<file path="config.mk">
export PLATFORM = sky130hd
export DESIGN_NAME = id_ex_stage
export DESIGN_NICKNAME = d
export VERILOG_FILES = /design/src/rtl/id_ex_stage.sv
export SDC_FILE = /design/constraint.sdc
export NUM_CORES = 1
export LEC_CHECK = 0
export CAP_MARGIN = 25
export CORE_ASPECT_RATIO = 0.7
export CORE_MARGIN = 4
export CORE_UTILIZATION = 46
export DETAILED_ROUTE_END_ITERATION = 8
export HOLD_SLACK_MARGIN = 0.1
export PLACE_DENSITY = 0.88
export SKIP_CTS_REPAIR_TIMING = 1
export SYNTH_ARGS = -nofsm -noshare
export SYNTH_HDL_FRONTEND = slang
export SYNTH_SLANG_ARGS = --single-unit
export TNS_END_PERCENT = 50
</file>
<file path="constraint.sdc">
create_clock -name clk -period 3.8 [get_ports clk]
set_input_delay 0.76 -clock clk [delete_from_list [all_inputs] [get_ports clk]]
set_output_delay 0.76 -clock clk [all_outputs]
set_load 0.03 [all_outputs]
</file>
<file path="src/rtl/id_ex_stage.sv">
// ============================================================================
// Module   : id_ex_stage
// Function : ID/EX pipeline register with ALU-control decode, immediate
//            extension and EX/MEM / MEM/WB operand forwarding for the ALU.
// Revision : 1.0  initial release
// ============================================================================
`default_nettype none

module id_ex_stage #(
  parameter int DW = 32,
  parameter int AW = 5
) (
  input  logic          clk,
  input  logic          rst_n,
  input  logic          stall_i,
  input  logic          flush_i,
  input  logic          id_valid_i,
  input  logic [DW-1:0] id_rs_data,
  input  logic [DW-1:0] id_rt_data,
  input  logic [15:0]   id_imm16,
  input  logic [AW-1:0] id_rs_addr,
  input  logic [AW-1:0] id_rt_addr,
  input  logic [AW-1:0] id_rd_addr,
  input  logic [5:0]    id_funct,
  input  logic [1:0]    id_alu_op,
  input  logic          id_alu_src,
  input  logic          id_reg_dst,
  input  logic          id_reg_write,
  input  logic          id_mem_read,
  input  logic          id_mem_write,
  input  logic          id_mem_to_reg,
  input  logic          id_branch,
  input  logic          exmem_reg_write,
  input  logic [AW-1:0] exmem_rd,
  input  logic [DW-1:0] exmem_result,
  input  logic          memwb_reg_write,
  input  logic [AW-1:0] memwb_rd,
  input  logic [DW-1:0] memwb_result,
  output logic [DW-1:0] In1,
  output logic [DW-1:0] In2,
  output logic [3:0]    ALUCtr,
  output logic          ex_valid,
  output logic [DW-1:0] ex_store_data,
  output logic [AW-1:0] ex_wr_addr,
  output logic          ex_reg_write,
  output logic          ex_mem_read,
  output logic          ex_mem_write,
  output logic          ex_mem_to_reg,
  output logic          ex_branch,
  output logic          ex_illegal
);

  // Stage registers
  logic [DW-1:0] rs_data;
  logic [DW-1:0] rt_data;
  logic [DW-1:0] imm_ext;
  logic [AW-1:0] rs_addr;
  logic [AW-1:0] rt_addr;
  logic          alu_src;

  // Values prepared for the next load
  logic [3:0]    alu_ctr_d;
  logic          funct_ok;
  logic          illegal_d;
  logic [DW-1:0] imm_d;

  // Forwarded operands
  logic [DW-1:0] op_a;
  logic [DW-1:0] op_b;

  // ALU-control decode and immediate extension of the incoming ID fields
  always_comb begin
    alu_ctr_d = 4'd2;
    funct_ok  = 1'b1;
    case (id_alu_op)
      2'b00: alu_ctr_d = 4'd2;
      2'b01: alu_ctr_d = 4'd6;
      2'b11: alu_ctr_d = 4'd1;
      default: begin
        case (id_funct)
          6'b100000: alu_ctr_d = 4'd2;
          6'b100010: alu_ctr_d = 4'd6;
          6'b100100: alu_ctr_d = 4'd0;
          6'b100101: alu_ctr_d = 4'd1;
          6'b101010: alu_ctr_d = 4'd7;
          default: begin
            alu_ctr_d = 4'd2;
            funct_ok  = 1'b0;
          end
        endcase
      end
    endcase
    illegal_d = id_valid_i & (id_alu_op == 2'b10) & ~funct_ok;
    // ORI-class (alu_op 11) uses a zero-extended immediate, all others sign-extend
    imm_d = (id_alu_op == 2'b11) ? {{(DW-16){1'b0}}, id_imm16}
                                 : {{(DW-16){id_imm16[15]}}, id_imm16};
  end

  // Stage register update: flush inserts a bubble, stall holds, otherwise load
  always_ff @(posedge clk or negedge rst_n) begin
    if (!rst_n) begin
      ex_valid      <= 1'b0;
      ex_reg_write  <= 1'b0;
      ex_mem_read   <= 1'b0;
      ex_mem_write  <= 1'b0;
      ex_mem_to_reg <= 1'b0;
      ex_branch     <= 1'b0;
      ex_wr_addr    <= '0;
      ALUCtr        <= 4'd0;
      ex_illegal    <= 1'b0;
      rs_data       <= '0;
      rt_data       <= '0;
      imm_ext       <= '0;
      rs_addr       <= '0;
      rt_addr       <= '0;
      alu_src       <= 1'b0;
    end else if (flush_i) begin
      ex_valid      <= 1'b0;
      ex_reg_write  <= 1'b0;
      ex_mem_read   <= 1'b0;
      ex_mem_write  <= 1'b0;
      ex_mem_to_reg <= 1'b0;
      ex_branch     <= 1'b0;
      ex_wr_addr    <= '0;
      ALUCtr        <= 4'd0;
      ex_illegal    <= 1'b0;
      rs_data       <= '0;
      rt_data       <= '0;
      imm_ext       <= '0;
      rs_addr       <= '0;
      rt_addr       <= '0;
      alu_src       <= 1'b0;
    end else if (!stall_i) begin
      ex_valid      <= id_valid_i;
      ex_reg_write  <= id_reg_write  & id_valid_i;
      ex_mem_read   <= id_mem_read   & id_valid_i;
      ex_mem_write  <= id_mem_write  & id_valid_i;
      ex_mem_to_reg <= id_mem_to_reg & id_valid_i;
      ex_branch     <= id_branch     & id_valid_i;
      ex_wr_addr    <= id_reg_dst ? id_rd_addr : id_rt_addr;
      ALUCtr        <= alu_ctr_d;
      ex_illegal    <= illegal_d;
      rs_data       <= id_rs_data;
      rt_data       <= id_rt_data;
      imm_ext       <= imm_d;
      rs_addr       <= id_rs_addr;
      rt_addr       <= id_rt_addr;
      alu_src       <= id_alu_src;
    end
  end

  // Operand forwarding: the younger EX/MEM result beats MEM/WB; register 0 never forwards
  always_comb begin
    op_a = rs_data;
    if (exmem_reg_write && (exmem_rd != '0) && (exmem_rd == rs_addr)) begin
      op_a = exmem_result;
    end else if (memwb_reg_write && (memwb_rd != '0) && (memwb_rd == rs_addr)) begin
      op_a = memwb_result;
    end
    op_b = rt_data;
    if (exmem_reg_write && (exmem_rd != '0) && (exmem_rd == rt_addr)) begin
      op_b = exmem_result;
    end else if (memwb_reg_write && (memwb_rd != '0) && (memwb_rd == rt_addr)) begin
      op_b = memwb_result;
    end
  end

  assign In1           = op_a;
  assign In2           = alu_src ? imm_ext : op_b;
  assign ex_store_data = op_b;

endmodule

`default_nettype wire

</file>
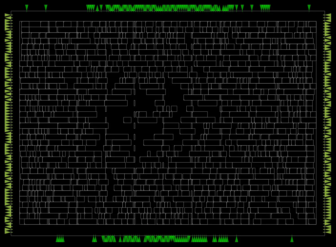
(images/placement.png)
post-layout util: 72.9%
flop count: 107
Rows: 36
post-route insts no fill: 1190
# Taps: 190

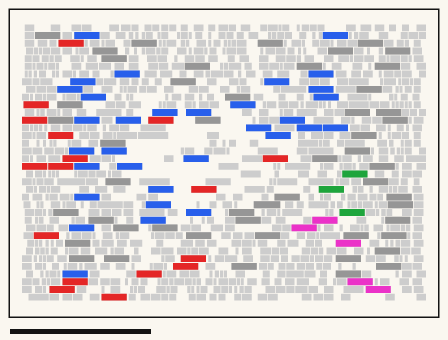
(images/flops_by_reg.png)
Bar = 50 um.
legend:
  `rt_addr`:
    color: magenta
    flops: 5
    where: bottom right
  `ALUCtr`:
    color: green
    flops: 3
  `rt_data`:
    color: blue
    flops: 32
  `imm_ext`:
    color: red
    flops: 17
not colored: 50
flop share of the area: 26.2%
Seq power: 1240 uW
Flop area: 0.00268 mm2

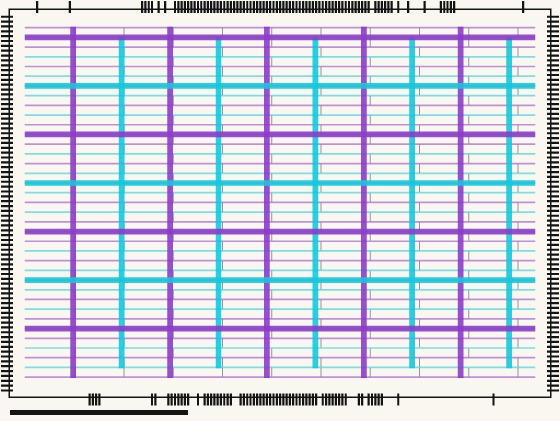
(images/power_grid.png)
Bar = 50 um. Pins as bars on the die edge. Tap cells in gray.
legend:
  VDD:
    color: cyan
  VSS:
    color: purple
tap cells: 190
met1 rails: 37
met4 straps: 10
met5 straps: 7
Die Wd: 151 um
core area: 0.0140 mm2
height of the die: 108 um
maximum vdd ir drop: 0.263 mV

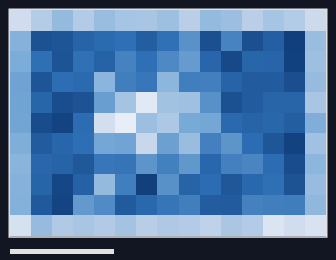
(images/cell_density.png)
Bar = 50 um. The die is cut into 15 by 11 equal tiles; white is low, dark blue is high, 0 to 100% covered.
mean over tiles: 61%
tiles over 75% full: 38%
fullest tile: 94%
emptiest ninth of the die: middle
Floorplan Utilization: 47.2%

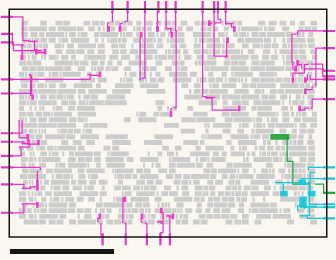
(images/io_fan.png)
Bar = 50 um.
legend:
  `ex_store_data`:
    color: magenta
    bits: 32
    direction: output
    edge: 11 left, 10 top, 6 right, 5 bottom
    end_cells: 32
    wire: 733 um
  `id_rd_addr`:
    color: cyan
    bits: 5
    direction: input
    edge: right
    end_cells: 5
    wire: 126 um
  `ex_valid`:
    color: green
    bits: 1
    direction: output
    edge: right
    end_cells: 1
    wire: 43.6 um
# IOs: 303
IO buf count: 301

## placed cells by master, fill, tap and decap left out, drive strengths merged, types with 5 or more instances in the layout
master,n
buf,121
mux2i,130
xnor2,18
clkbuf,11
nand2,21
o31ai,32
a211oi,32
a21oi,44
a22oi,5
a21boi,32
nor2,211
clkdlybuf4s50,200
dfrtp,107
## stage by stage
step	total power (uW)	std cells	area, um2
4_1_cts	3270	1188	10000
2_1_floorplan	1760	721	6610
6_report	3280	1190	10200
5_1_grt	3410	1190	10200
3_5_place_dp	2270	1173	9720
3_3_place_gp	2250	1172	9690
## layer usage
metal	GRT usage (%)	wire [um]	up-vias
li1	-	-	3053
met1	33.0	9240	3126
met2	45.2	11400	251
met3	8.17	2110	36
met4	7.44	397	2
met5	0	12	-
==> metrics.yaml <==
yosys:
  async_reset_ff_share_pct: 100
  synth_cell_type_count: 35
  yosysWarnings: 0
  mux_share_pct: 19.7
  postSynthSeqShare_pct: 40.5
  ys_sh_aoi_pct: 17.9
timing:
  worst_slew_pin_slew_ns: 0.757
  min_period_ns: 3.76
  skew_ns: 0
cells_and_area:
  nets: 1187
  logic_gates: 555
  inv_count: 0
  fillers: 1065
  buffer_area_share_pct: 30.8
  comb_area_mm2: 0.00384
  sh_comb_area_pct: 37.6
outcome:
  status: "finished clean"
placed_design:
  dp_hpwl_um: 16800
  pre_cts_ws_ns: -0.0975
grt:
  grt.total_usage_pct: 26.6
clock_tree:
  numCtsBuffers: 9
  clk_pin_slew_ns: 0.07
  root_buffer: "clkbuf_16"
setup_path:
  reg2reg_to: "alu_src"
  r2r_cells: 2
  critPathSlowestCell: "or4_1"
  crit_buf_inv: 3
  path_delay_family: "AND-OR/OR-AND gates"
  cp-end-kind: "primary output"
  crit_end: "In2[8]"
pwr:
  swShare_pct: 30.8
  p_leak_uw: 0.00459
  power_frac_seq_pct: 37.9
drt:
  routedWlPerCell_um: 19.5
  num_vias: 6468
  totalWireLength_um: 23200
  routed_via_density: 5.44
  dr.pass1.iters: 5
job:
  cap_viol_max_count: 0
Power figures rest on the tool's default switching activity, not on a simulated workload.
